==> run_1/placement_by_type.png <==
Fill, decap, tap and diode cells in gray.
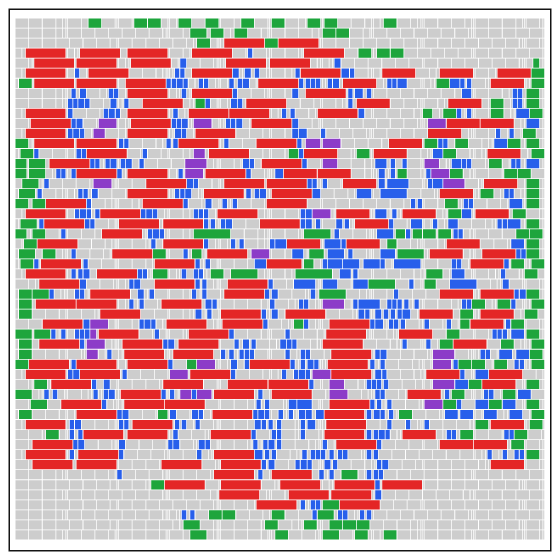
==> run_1/power_grid.png <==
The bar under the picture is 50 um long. Pins as bars on the die edge. Tap cells in gray.
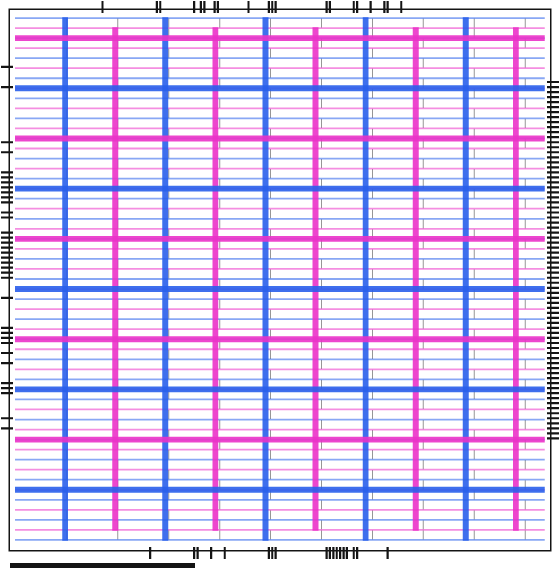
==> run_1/placement.png <==
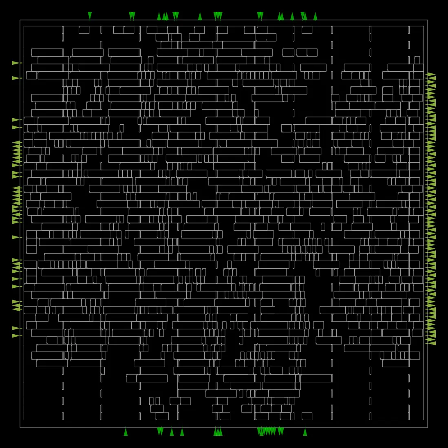
<file path="config.mk">
export PLATFORM = sky130hd
export DESIGN_NAME = fsqrt_issue_flat
export DESIGN_NICKNAME = d
export VERILOG_FILES = /design/src/rtl/fsqrt_issue_if.sv /design/src/rtl/fsqrt_issue.sv /design/src/flat_wrapper.sv
export SDC_FILE = /design/constraint.sdc
export NUM_CORES = 1
export LEC_CHECK = 0
export ABC_AREA = 1
export CAP_MARGIN = 30
export CORE_UTILIZATION = 40
export CTS_BUF_LIST = sky130_fd_sc_hd__clkbuf_8
export CTS_CLUSTER_DIAMETER = 100
export DETAILED_ROUTE_END_ITERATION = 8
export SYNTH_ARGS = -nofsm -noshare
export SYNTH_HDL_FRONTEND = slang
export SYNTH_SLANG_ARGS = --single-unit
</file>
<file path="constraint.sdc">
create_clock -name clk -period 3.2 [get_ports clk]
set_clock_uncertainty 0.15 [all_clocks]
set_input_delay 0.64 -clock clk [delete_from_list [all_inputs] [get_ports clk]]
set_output_delay 0.64 -clock clk [all_outputs]
set_load 0.02 [all_outputs]
</file>
<file path="src/rtl/fsqrt_issue_if.sv">
// Handshake and datapath bundle between the core, the fsqrt issue stage and the
// combinational fsqrt unit.
interface fsqrt_issue_if #(
    parameter int unsigned TAG_W = 5
);
    logic             in_valid;
    logic             in_ready;
    logic [31:0]      in_x;
    logic [TAG_W-1:0] in_tag;
    logic [31:0]      sq_x;
    logic [31:0]      sq_y;
    logic             out_valid;
    logic             out_ready;
    logic [31:0]      out_y;
    logic [TAG_W-1:0] out_tag;
    logic             out_exc;

    // Core side plus the attached fsqrt datapath.
    modport master (
        output in_valid, in_x, in_tag, sq_y, out_ready,
        input  in_ready, sq_x, out_valid, out_y, out_tag, out_exc
    );

    // Issue stage side.
    modport slave (
        input  in_valid, in_x, in_tag, sq_y, out_ready,
        output in_ready, sq_x, out_valid, out_y, out_tag, out_exc
    );
endinterface

</file>
<file path="src/rtl/fsqrt_issue.sv">
// Request FIFO in front of a combinational fsqrt, with IEEE special-case
// resolution and a valid/ready output register.
module fsqrt_issue #(
    parameter int unsigned DEPTH = 4,
    parameter int unsigned TAG_W = 5
) (
    input logic          clk,
    input logic          rstn,
    fsqrt_issue_if.slave bus
);
    localparam int unsigned PtrW = $clog2(DEPTH);
    localparam int unsigned CntW = PtrW + 1;

    typedef struct packed {
        logic [31:0]      x;
        logic [TAG_W-1:0] tag;
    } entry_t;

    entry_t           mem_q [DEPTH];
    entry_t           mem_d [DEPTH];
    logic [PtrW-1:0]  wr_ptr_q, wr_ptr_d;
    logic [PtrW-1:0]  rd_ptr_q, rd_ptr_d;
    logic [CntW-1:0]  count_q, count_d;
    logic             out_valid_q, out_valid_d;
    logic [31:0]      out_y_q, out_y_d;
    logic [TAG_W-1:0] out_tag_q, out_tag_d;
    logic             out_exc_q, out_exc_d;

    logic        full, empty, push, pop;
    entry_t      head;
    logic        head_s;
    logic [7:0]  head_e;
    logic [22:0] head_m;
    logic [31:0] res_y;
    logic        res_exc;

    assign full   = (count_q == CntW'(DEPTH));
    assign empty  = (count_q == '0);
    assign push   = bus.in_valid && !full;
    assign pop    = !empty && (!out_valid_q || bus.out_ready);
    assign head   = mem_q[rd_ptr_q];
    assign head_s = head.x[31];
    assign head_e = head.x[30:23];
    assign head_m = head.x[22:0];

    assign bus.in_ready  = !full;
    assign bus.sq_x      = empty ? 32'h0 : head.x;
    assign bus.out_valid = out_valid_q;
    assign bus.out_y     = out_y_q;
    assign bus.out_tag   = out_tag_q;
    assign bus.out_exc   = out_exc_q;

    // Priority order matters: NaN before zero before negative before +inf.
    always_comb begin
        res_y   = bus.sq_y;
        res_exc = 1'b0;
        if (head_e == 8'hFF && head_m != '0) begin
            res_y   = 32'h7FC0_0000;
            res_exc = ~head_m[22];
        end else if (head_e == 8'h00) begin
            res_y = {head_s, 31'h0};
        end else if (head_s) begin
            res_y   = 32'h7FC0_0000;
            res_exc = 1'b1;
        end else if (head_e == 8'hFF) begin
            res_y = 32'h7F80_0000;
        end
    end

    always_comb begin
        mem_d       = mem_q;
        wr_ptr_d    = wr_ptr_q;
        rd_ptr_d    = rd_ptr_q;
        count_d     = count_q;
        out_valid_d = out_valid_q;
        out_y_d     = out_y_q;
        out_tag_d   = out_tag_q;
        out_exc_d   = out_exc_q;

        if (push) begin
            mem_d[wr_ptr_q] = '{x: bus.in_x, tag: bus.in_tag};
            wr_ptr_d        = wr_ptr_q + PtrW'(1);
        end

        if (pop) begin
            rd_ptr_d    = rd_ptr_q + PtrW'(1);
            out_valid_d = 1'b1;
            out_y_d     = res_y;
            out_tag_d   = head.tag;
            out_exc_d   = res_exc;
        end else if (out_valid_q && bus.out_ready) begin
            out_valid_d = 1'b0;
        end

        if (push && !pop) begin
            count_d = count_q + CntW'(1);
        end else if (!push && pop) begin
            count_d = count_q - CntW'(1);
        end
    end

    // Storage carries no reset; entries are only read once counted.
    always_ff @(posedge clk) begin
        mem_q <= mem_d;
    end

    always_ff @(posedge clk or negedge rstn) begin
        if (!rstn) begin
            wr_ptr_q    <= '0;
            rd_ptr_q    <= '0;
            count_q     <= '0;
            out_valid_q <= 1'b0;
            out_y_q     <= 32'h0;
            out_tag_q   <= '0;
            out_exc_q   <= 1'b0;
        end else begin
            wr_ptr_q    <= wr_ptr_d;
            rd_ptr_q    <= rd_ptr_d;
            count_q     <= count_d;
            out_valid_q <= out_valid_d;
            out_y_q     <= out_y_d;
            out_tag_q   <= out_tag_d;
            out_exc_q   <= out_exc_d;
        end
    end
endmodule
</file>
<file path="src/flat_wrapper.sv">
// flat-port wrapper written by rule: the top's interface ports become plain ports
module fsqrt_issue_flat 
#(
    parameter int unsigned DEPTH = 4,
    parameter int unsigned TAG_W = 5
)
  (clk, rstn, bus_in_valid, bus_in_x, bus_in_tag, bus_sq_y, bus_out_ready, bus_in_ready, bus_sq_x, bus_out_valid, bus_out_y, bus_out_tag, bus_out_exc);
  fsqrt_issue_if #(.TAG_W(TAG_W)) bus_i ();
  input logic clk;
  input logic rstn;
  input wire logic [$bits(bus_i.in_valid)-1:0] bus_in_valid;
  input wire logic [$bits(bus_i.in_x)-1:0] bus_in_x;
  input wire logic [$bits(bus_i.in_tag)-1:0] bus_in_tag;
  input wire logic [$bits(bus_i.sq_y)-1:0] bus_sq_y;
  input wire logic [$bits(bus_i.out_ready)-1:0] bus_out_ready;
  output wire logic [$bits(bus_i.in_ready)-1:0] bus_in_ready;
  output wire logic [$bits(bus_i.sq_x)-1:0] bus_sq_x;
  output wire logic [$bits(bus_i.out_valid)-1:0] bus_out_valid;
  output wire logic [$bits(bus_i.out_y)-1:0] bus_out_y;
  output wire logic [$bits(bus_i.out_tag)-1:0] bus_out_tag;
  output wire logic [$bits(bus_i.out_exc)-1:0] bus_out_exc;
  assign bus_i.in_valid = bus_in_valid;
  assign bus_i.in_x = bus_in_x;
  assign bus_i.in_tag = bus_in_tag;
  assign bus_i.sq_y = bus_sq_y;
  assign bus_i.out_ready = bus_out_ready;
  assign bus_in_ready = bus_i.in_ready;
  assign bus_sq_x = bus_i.sq_x;
  assign bus_out_valid = bus_i.out_valid;
  assign bus_out_y = bus_i.out_y;
  assign bus_out_tag = bus_i.out_tag;
  assign bus_out_exc = bus_i.out_exc;
  fsqrt_issue #(.DEPTH(DEPTH), .TAG_W(TAG_W)) u_core (.clk(clk), .rstn(rstn), .bus(bus_i));
endmodule
</file>
==> flow_results.xml, run 1 <==
<?xml version="1.0" encoding="UTF-8"?>
<metrics>
  <group name="hold_path">
    <metric name="hold_end" unit="">u_core.bus.out_y[20]$_DFFE_PN0P_</metric>
  </group>
  <group name="final_timing">
    <metric name="finalWorstSetupSlack" unit="ns">0.0661</metric>
    <metric name="fmaxAchievable" unit="GHz">0.319</metric>
    <metric name="worst_hold_slack" unit="ns">0.334</metric>
    <metric name="timing.final.crit_period" unit="ns">3.13</metric>
    <metric name="layout_worst_path_cycle_share" unit="">0.979</metric>
  </group>
  <group name="logic_synthesis">
    <metric name="logic_family" unit="">simple AND/OR/NAND/NOR gates</metric>
    <metric name="yosys-mux-area-fraction" unit="">0.00135</metric>
    <metric name="ys_ff" unit="">194</metric>
  </group>
  <group name="detailed_routing">
    <metric name="routed-via-count" unit="">5708</metric>
    <metric name="route.detailed.drc" unit="">0</metric>
    <metric name="route.met2.wl" unit="um">8780</metric>
  </group>
  <group name="run">
    <metric name="tool_warnings" unit="">31</metric>
  </group>
  <group name="global_route">
    <metric name="globalRouteMet3Util" unit="">0.0456</metric>
    <metric name="antenna_found_initial" unit="">1</metric>
    <metric name="globalRouteMet1Util" unit="">0.244</metric>
    <metric name="first_global_vias" unit="">5473</metric>
  </group>
  <group name="finish">
    <metric name="layout_top_cell" unit="">sky130_fd_sc_hd__nand2_1</metric>
  </group>
  <group name="run_status">
    <metric name="run_status" unit="">complete, no violations</metric>
  </group>
  <group name="clocking">
    <metric name="clk_pin_slew" unit="ns">0.11</metric>
  </group>
  <group name="die">
    <metric name="core_util_floorplan" unit="">0.411</metric>
  </group>
  <group name="worst_setup_path">
    <metric name="worst-r2r-cell-count" unit="">11</metric>
  </group>
</metrics>
-- placement_by_type.png (at the start) --
Blue shows combinational and other logic, cells 530, share of their area 24%. Purple shows clock drivers and dummy loads, cells 32, share of their area 4.0%. Red shows flops, cells 194, share of their area 55%. Green shows other buffers and delay cells, cells 167, share of their area 17%.

-- power_grid.png (at the start) --
Magenta shows VDD. Blue shows VSS.
53 met1 rails follow the rows. 270 tap cells. 10 straps on met4. 10 straps on met5. The core has 52 rows.
height of the die: 146 um
Die Width: 146 um
IR drop worst, VDD: 735 uV

-- placement.png (at the start) --
core area: 0.0203 mm^2
filler cell count in the final layout: 1,856
total number of sequential cells: 194
number of standard-cell rows in the floorplan: 52
num tapcells: 270

==> run 1: final cells by class <==
type                    instances  area, um^2
fillers                      1856        9700
flip-flops and latches        194        5600
multi-input cells             508        2390
repair buffers                167        1760
well taps                     270         338
clock buffers                  17         234
clock inverters                15         178
inverters                      21        91.3
repair inverters                1        8.76
diodes                          1        2.50
==> run 1: worst reg2reg max path, stage by stage (launching register included) <==
cell and delay, ns:
sky130_fd_sc_hd__dfrtp_2 0.52, sky130_fd_sc_hd__buf_12 0.17, sky130_fd_sc_hd__buf_16 0.18, sky130_fd_sc_hd__nand2_1 0.10, sky130_fd_sc_hd__nand3_1 0.07, sky130_fd_sc_hd__nand2_1 0.13, sky130_fd_sc_hd__nand2_1 0.07, sky130_fd_sc_hd__nor2_1 0.21
sky130_fd_sc_hd__nand2_2 0.25, sky130_fd_sc_hd__buf_4 0.32, sky130_fd_sc_hd__nand3_2 0.13, sky130_fd_sc_hd__nand2_1 0.05
==> run 1: report_power, final <==
| group | leakage [nW] | switching (W) | total (W) | internal [W] |
|---|---|---|---|---|
| Combinational | 2.31 | 0.00322 | 0.00523 | 0.00201 |
| Sequential | 1.92 | 0.000272 | 0.00368 | 0.00340 |
| Clock | 0.209 | 0.000978 | 0.00158 | 0.000602 |
==> run 1: registers in the layout, indices dropped and copies added (netlist names) <==
| signal | count |
|---|---|
| u_core.bus.out_exc | 1 |
| u_core.bus.out_tag | 5 |
| u_core.bus.out_valid | 1 |
| u_core.bus.out_y | 32 |
| u_core.count_q | 3 |
| u_core.mem_q | 148 |
| u_core.rd_ptr_q | 2 |
| u_core.wr_ptr_q | 2 |
==> run_1/metal_density.png <==
The die is cut into 29 by 29 equal tiles; dark blue is low, red is high, scaled to the fullest tile. Values are wire area over tile area, all layers added.
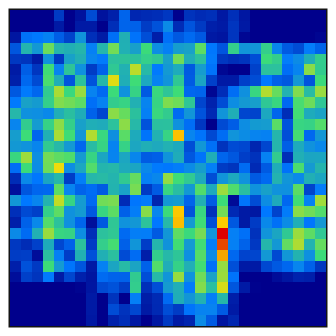

--- run 2 (diff from run 1) ---
==> constraint.sdc (replaced) <==
create_clock -name clk -period 3.2 [get_ports clk]
set_clock_uncertainty 0.15 [all_clocks]
set_input_delay 0.48 -clock clk [delete_from_list [all_inputs] [get_ports clk]]
set_output_delay 0.48 -clock clk [all_outputs]
set_load 0.02 [all_outputs]
==> run_2/metal_density.png <==
The die is cut into 29 by 29 equal tiles; dark blue is low, red is high, scaled to the fullest tile. Values are wire area over tile area, all layers added.
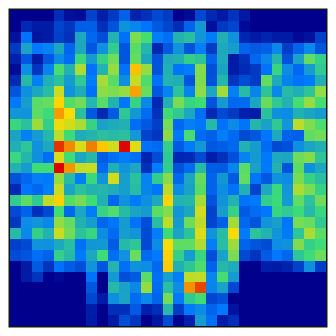
12% of the tiles are nearly empty. The mean over all tiles is 0.15. The fullest tile reaches 0.49.

==> run_2/power_grid.png <==
The bar under the picture is 50 um long. Pins as bars on the die edge. Tap cells in gray.
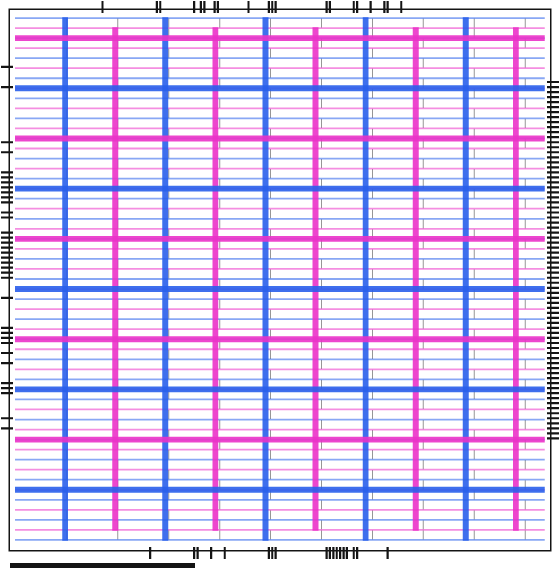
Magenta shows VDD. Blue shows VSS.
53 met1 rails follow the rows. 10 straps on met5. The core has 52 rows. 270 tap cells. 10 straps on met4.

==> run 2 against run 1 <==
Compared with the run above:
- sequential share of layout area up 0.41 points
- first-iteration DRC count up 16%
- largest cell class unchanged
- fmax up 3.2%
- critical path type unchanged
==> flow_results.xml, run 2 <==
<?xml version="1.0" encoding="UTF-8"?>
<metrics>
  <group name="power">
    <metric name="seq_power_share" unit="">0.347</metric>
    <metric name="power_clock" unit="W">0.00167</metric>
    <metric name="powerComb" unit="W">0.00524</metric>
    <metric name="largestPowerGroup" unit="">combinational logic</metric>
    <metric name="power.share.clock" unit="">0.158</metric>
    <metric name="power_report.internal_total" unit="W">0.00617</metric>
    <metric name="pwr.group.sequential" unit="W">0.00367</metric>
    <metric name="ir_drop" unit="uV">648</metric>
    <metric name="netSwitchingPower" unit="W">0.00441</metric>
    <metric name="sw_frac_of_total" unit="">0.417</metric>
    <metric name="power.combinational.fraction" unit="">0.495</metric>
  </group>
  <group name="global_route">
    <metric name="first_global_vias" unit="">5616</metric>
    <metric name="antenna_found_initial" unit="">0</metric>
  </group>
  <group name="hold_path">
    <metric name="hold_end" unit="">u_core.bus.out_y[10]$_DFFE_PN0P_</metric>
  </group>
  <group name="finish">
    <metric name="largest_register_ff_count" unit="">148</metric>
    <metric name="fillCellCount" unit="">1849</metric>
    <metric name="layout_top_cell" unit="">sky130_fd_sc_hd__nand2_1</metric>
    <metric name="registers.top_by_ff_count" unit="">u_core.mem_q</metric>
  </group>
  <group name="die">
    <metric name="num_rows" unit="">52</metric>
    <metric name="chipWidth" unit="um">146</metric>
    <metric name="core_util_floorplan" unit="">0.411</metric>
  </group>
  <group name="run">
    <metric name="tool_warnings" unit="">29</metric>
  </group>
  <group name="final_timing">
    <metric name="fmaxAchievable" unit="GHz">0.329</metric>
    <metric name="layout_worst_path_cycle_share" unit="">0.949</metric>
    <metric name="timing.final.crit_period" unit="ns">3.04</metric>
  </group>
  <group name="logic_synthesis">
    <metric name="logic_family" unit="">simple AND/OR/NAND/NOR gates</metric>
    <metric name="yosys-mux-area-fraction" unit="">0.00135</metric>
    <metric name="edf_count" unit="">148</metric>
  </group>
  <group name="detailed_routing">
    <metric name="route.detailed.drc" unit="">0</metric>
    <metric name="routed-via-count" unit="">5803</metric>
    <metric name="sum_of_routed_wire_length_over_all_layers" unit="um">19500</metric>
  </group>
  <group name="worst_setup_path">
    <metric name="worst-r2r-cell-count" unit="">12</metric>
  </group>
  <group name="clocking">
    <metric name="clk_pin_slew" unit="ns">0.09</metric>
  </group>
  <group name="run_status">
    <metric name="run_status" unit="">complete, no violations</metric>
  </group>
</metrics>
run 2: per-stage QoR:
stage          setup WS [ns]  area, um^2
6_report               0.165       10500
5_1_grt              0.00688       10500
4_1_cts               0.0436       10500
3_5_place_dp           0.553       10000
3_3_place_gp           0.603       10000
2_1_floorplan          0.202        8330
run 2: metal layers:
| layer | wire [um] | global-route usage |
|---|---|---|
| met2 | 9140 | 0.300 |
| met4 | 343 | 0.0563 |
| met3 | 1220 | 0.0472 |
| met5 | 0 | 0 |
| met1 | 8760 | 0.248 |
run 2: how the worst max path moves through the flow:
stage	from	endpoint	slack [ns]
5_1_grt	u_core.rd_ptr_q[0]$_DFFE_PN0P_	bus_sq_x[31]	0.007
6_report	u_core.rd_ptr_q[0]$_DFFE_PN0P_	bus_sq_x[31]	0.16
3_5_place_dp	u_core.rd_ptr_q[0]$_DFFE_PN0P_	bus_sq_x[31]	0.55
2_1_floorplan	u_core.count_q[0]$_DFFE_PN0P_	u_core.mem_q[0]$_DFFE_PP_	0.20
4_1_cts	u_core.rd_ptr_q[0]$_DFFE_PN0P_	bus_sq_x[31]	0.04
3_3_place_gp	u_core.rd_ptr_q[0]$_DFFE_PN0P_	bus_sq_x[31]	0.60
run 2: area by class of cell:
cell class | count | area [um^2] | share of cell area
Sequential cell | 194 | 5600 | 0.532
Multi-Input combinational cell | 508 | 2390 | 0.227
Timing Repair Buffer | 164 | 1680 | 0.160
Tap cell | 270 | 338 | 0.0321
Clock buffer | 17 | 234 | 0.0222
Clock inverter | 15 | 193 | 0.0183
Inverter | 21 | 91.3 | 0.00868
run 2: what timing repair did:
item,4_1_cts,5_1_grt
hold buffers,1,0
endpoints found under the hold margin,46,0
gates resized,0,4
setup endpoints to repair,0,4
==> run_2/placement_by_type.png <==
Fill, decap, tap and diode cells in gray.
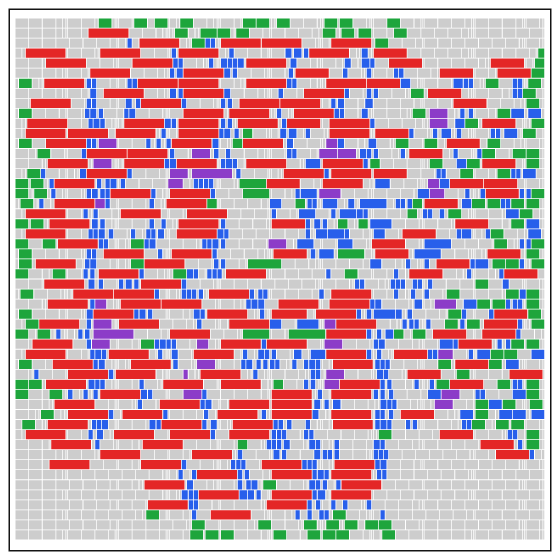

--- run 3 (diff from run 2) ---
--- a/config.mk
+++ b/config.mk
@@ -11,6 +11,7 @@
 export CTS_BUF_LIST = sky130_fd_sc_hd__clkbuf_8
 export CTS_CLUSTER_DIAMETER = 100
 export DETAILED_ROUTE_END_ITERATION = 8
+export DONT_BUFFER_PORTS = 1
 export SYNTH_ARGS = -nofsm -noshare
 export SYNTH_HDL_FRONTEND = slang
 export SYNTH_SLANG_ARGS = --single-unit
==> run_3/placement_by_type.png <==
Fill, decap, tap and diode cells in gray.
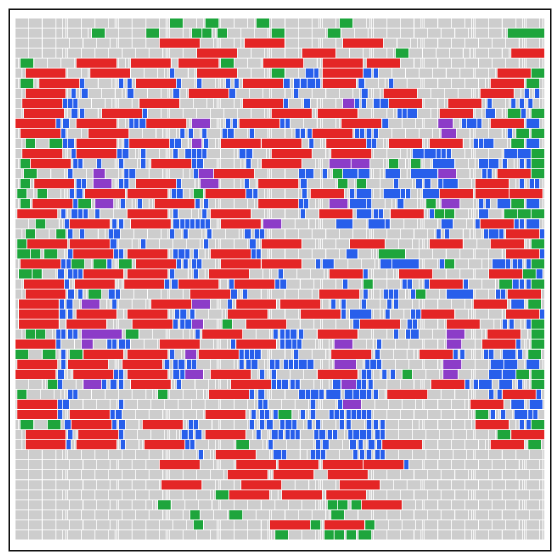
Blue shows combinational and other logic, cells 529, share of their area 26%. Red shows flops, cells 194, share of their area 59%. Green shows other buffers and delay cells, cells 114, share of their area 11%. Purple shows clock drivers and dummy loads, cells 32, share of their area 4.4%.

==> run 3 against run 2 <==
Compared with the run above:
- wire length decreased by 3.4%
- register-to-register slack better by 0.10 ns
- clock power about the same
- worst hold slack got worse by 0.30 ns
- synthesized area unchanged
- via count down 4.4%
- total power fell by 7.3%
- synthesized cell count unchanged
- critical path depth stayed put
- sequential power increased by 9.5%
- final area fell by 6.0%
- flip-flop count stayed put
==> flow_results.xml, run 3 <==
<?xml version="1.0" encoding="UTF-8"?>
<metrics>
  <group name="detailed_routing">
    <metric name="route.detailed.drc" unit="">0</metric>
    <metric name="routed-via-count" unit="">5549</metric>
    <metric name="route.met2.wl" unit="um">9070</metric>
    <metric name="dr_wl_met3" unit="um">1350</metric>
    <metric name="maxUsedRoutingLayer" unit="">met4</metric>
    <metric name="route.layer.met1.wl" unit="um">8250</metric>
  </group>
  <group name="run_status">
    <metric name="run_status" unit="">complete, no violations</metric>
  </group>
  <group name="logic_synthesis">
    <metric name="logic_family" unit="">simple AND/OR/NAND/NOR gates</metric>
    <metric name="ys_ff" unit="">194</metric>
    <metric name="yosys-mux-area-fraction" unit="">0.00135</metric>
    <metric name="edf_count" unit="">148</metric>
  </group>
  <group name="finish">
    <metric name="registers.top_by_ff_count" unit="">u_core.mem_q</metric>
    <metric name="layout_top_cell" unit="">sky130_fd_sc_hd__nand2_1</metric>
    <metric name="finish.instance_area" unit="mm^2">0.00988</metric>
  </group>
  <group name="placement">
    <metric name="placed_cell_area" unit="mm^2">0.00875</metric>
  </group>
  <group name="die">
    <metric name="num_rows" unit="">52</metric>
    <metric name="core_util_floorplan" unit="">0.411</metric>
    <metric name="chipWidth" unit="um">146</metric>
    <metric name="die_y" unit="um">146</metric>
    <metric name="fp.coreArea" unit="mm^2">0.0203</metric>
  </group>
  <group name="power">
    <metric name="power.combinational.fraction" unit="">0.424</metric>
    <metric name="power.share.clock" unit="">0.167</metric>
    <metric name="power_report.internal_total" unit="W">0.00544</metric>
    <metric name="ir_drop" unit="uV">717</metric>
  </group>
  <group name="global_route">
    <metric name="antenna_found_initial" unit="">2</metric>
  </group>
  <group name="worst_setup_path">
    <metric name="worst-r2r-cell-count" unit="">9</metric>
  </group>
  <group name="hold_path">
    <metric name="hold_end" unit="">u_core.bus.out_valid$_DFFE_PN0P_</metric>
  </group>
  <group name="final_timing">
    <metric name="worst_hold_slack" unit="ns">0.0344</metric>
    <metric name="fmaxAchievable" unit="GHz">0.358</metric>
    <metric name="layout_worst_path_cycle_share" unit="">0.874</metric>
  </group>
  <group name="run">
    <metric name="tool_warnings" unit="">29</metric>
  </group>
</metrics>
==> run_3/io_fan.png <==
The bar under the picture is 50 um long.
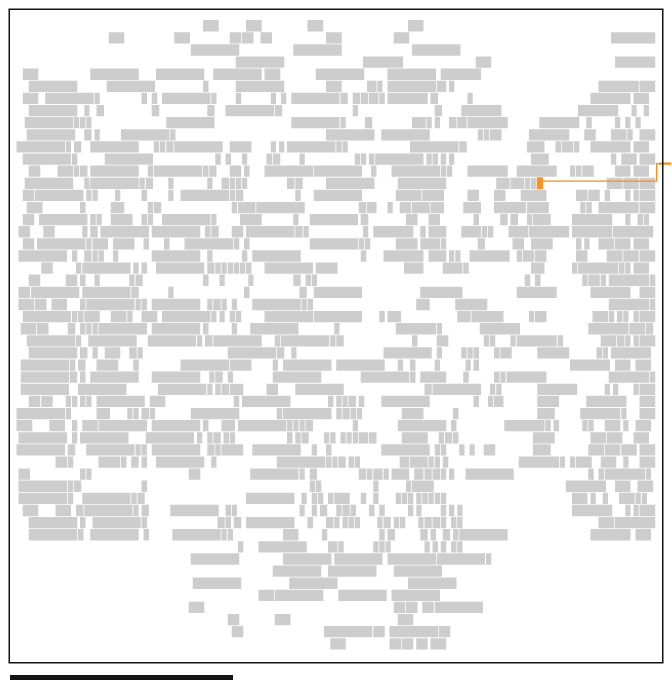
Orange shows bus_in_valid, bits 1, direction input, end cells 1, buffers 0, wire 32.0 um.
count of boundary I/O pins: 145
number of port buffers: 0

==> run 3: netlist changes by cell type in the layout (fill, tap and decap cells not counted) <==
cell / before / now
sky130_fd_sc_hd__clkinv_4: 2 / 3
sky130_fd_sc_hd__clkbuf_16: 1 / 0
sky130_fd_sc_hd__buf_2: 1 / 0
sky130_fd_sc_hd__clkinv_8: 3 / 2
sky130_fd_sc_hd__clkdlybuf4s50_1: 142 / 0
sky130_fd_sc_hd__dlygate4sd3_1: 1 / 68
sky130_fd_sc_hd__inv_8: 4 / 6
sky130_fd_sc_hd__dlymetal6s2s_1: 1 / 0
sky130_fd_sc_hd__inv_1: 18 / 17
sky130_fd_sc_hd__bufinv_16: 2 / 1
sky130_fd_sc_hd__diode_2: 0 / 2
sky130_fd_sc_hd__buf_12: 4 / 1
sky130_fd_sc_hd__buf_4: 13 / 44
==> run 3: layer usage <==
| layer | track usage | up-vias |
|---|---|---|
| met5 | 0 | - |
| met4 | 0.0615 | 0 |
| met3 | 0.0453 | 13 |
| met2 | 0.301 | 205 |
| met1 | 0.230 | 2605 |
| li1 | - | 2726 |
==> run 3: power by group through the flow <==
stage | clock (W) | combinational (W) | sequential (W)
detailed placement | 0 | 0.00409 | 0.00408
global placement | 0 | 0.00406 | 0.00407
global route | 0.00177 | 0.00461 | 0.00408
CTS | 0.00169 | 0.00422 | 0.00402
floorplan | 0 | 0.00295 | 0.00398
finish | 0.00164 | 0.00416 | 0.00402
==> run 3: area by class of cell <==
| type | count | area (um^2) |
|---|---|---|
| tap | 270 | 338 |
| clock inverter | 15 | 181 |
| timing repair buffer | 114 | 1060 |
| inverter | 21 | 83.8 |
| sequential | 194 | 5600 |
| fill | 1832 | 10400 |
| multi-input combinational | 508 | 2390 |
| antenna | 2 | 5.00 |
| clock buffer | 17 | 234 |
Power and IR drop assume default switching activity.
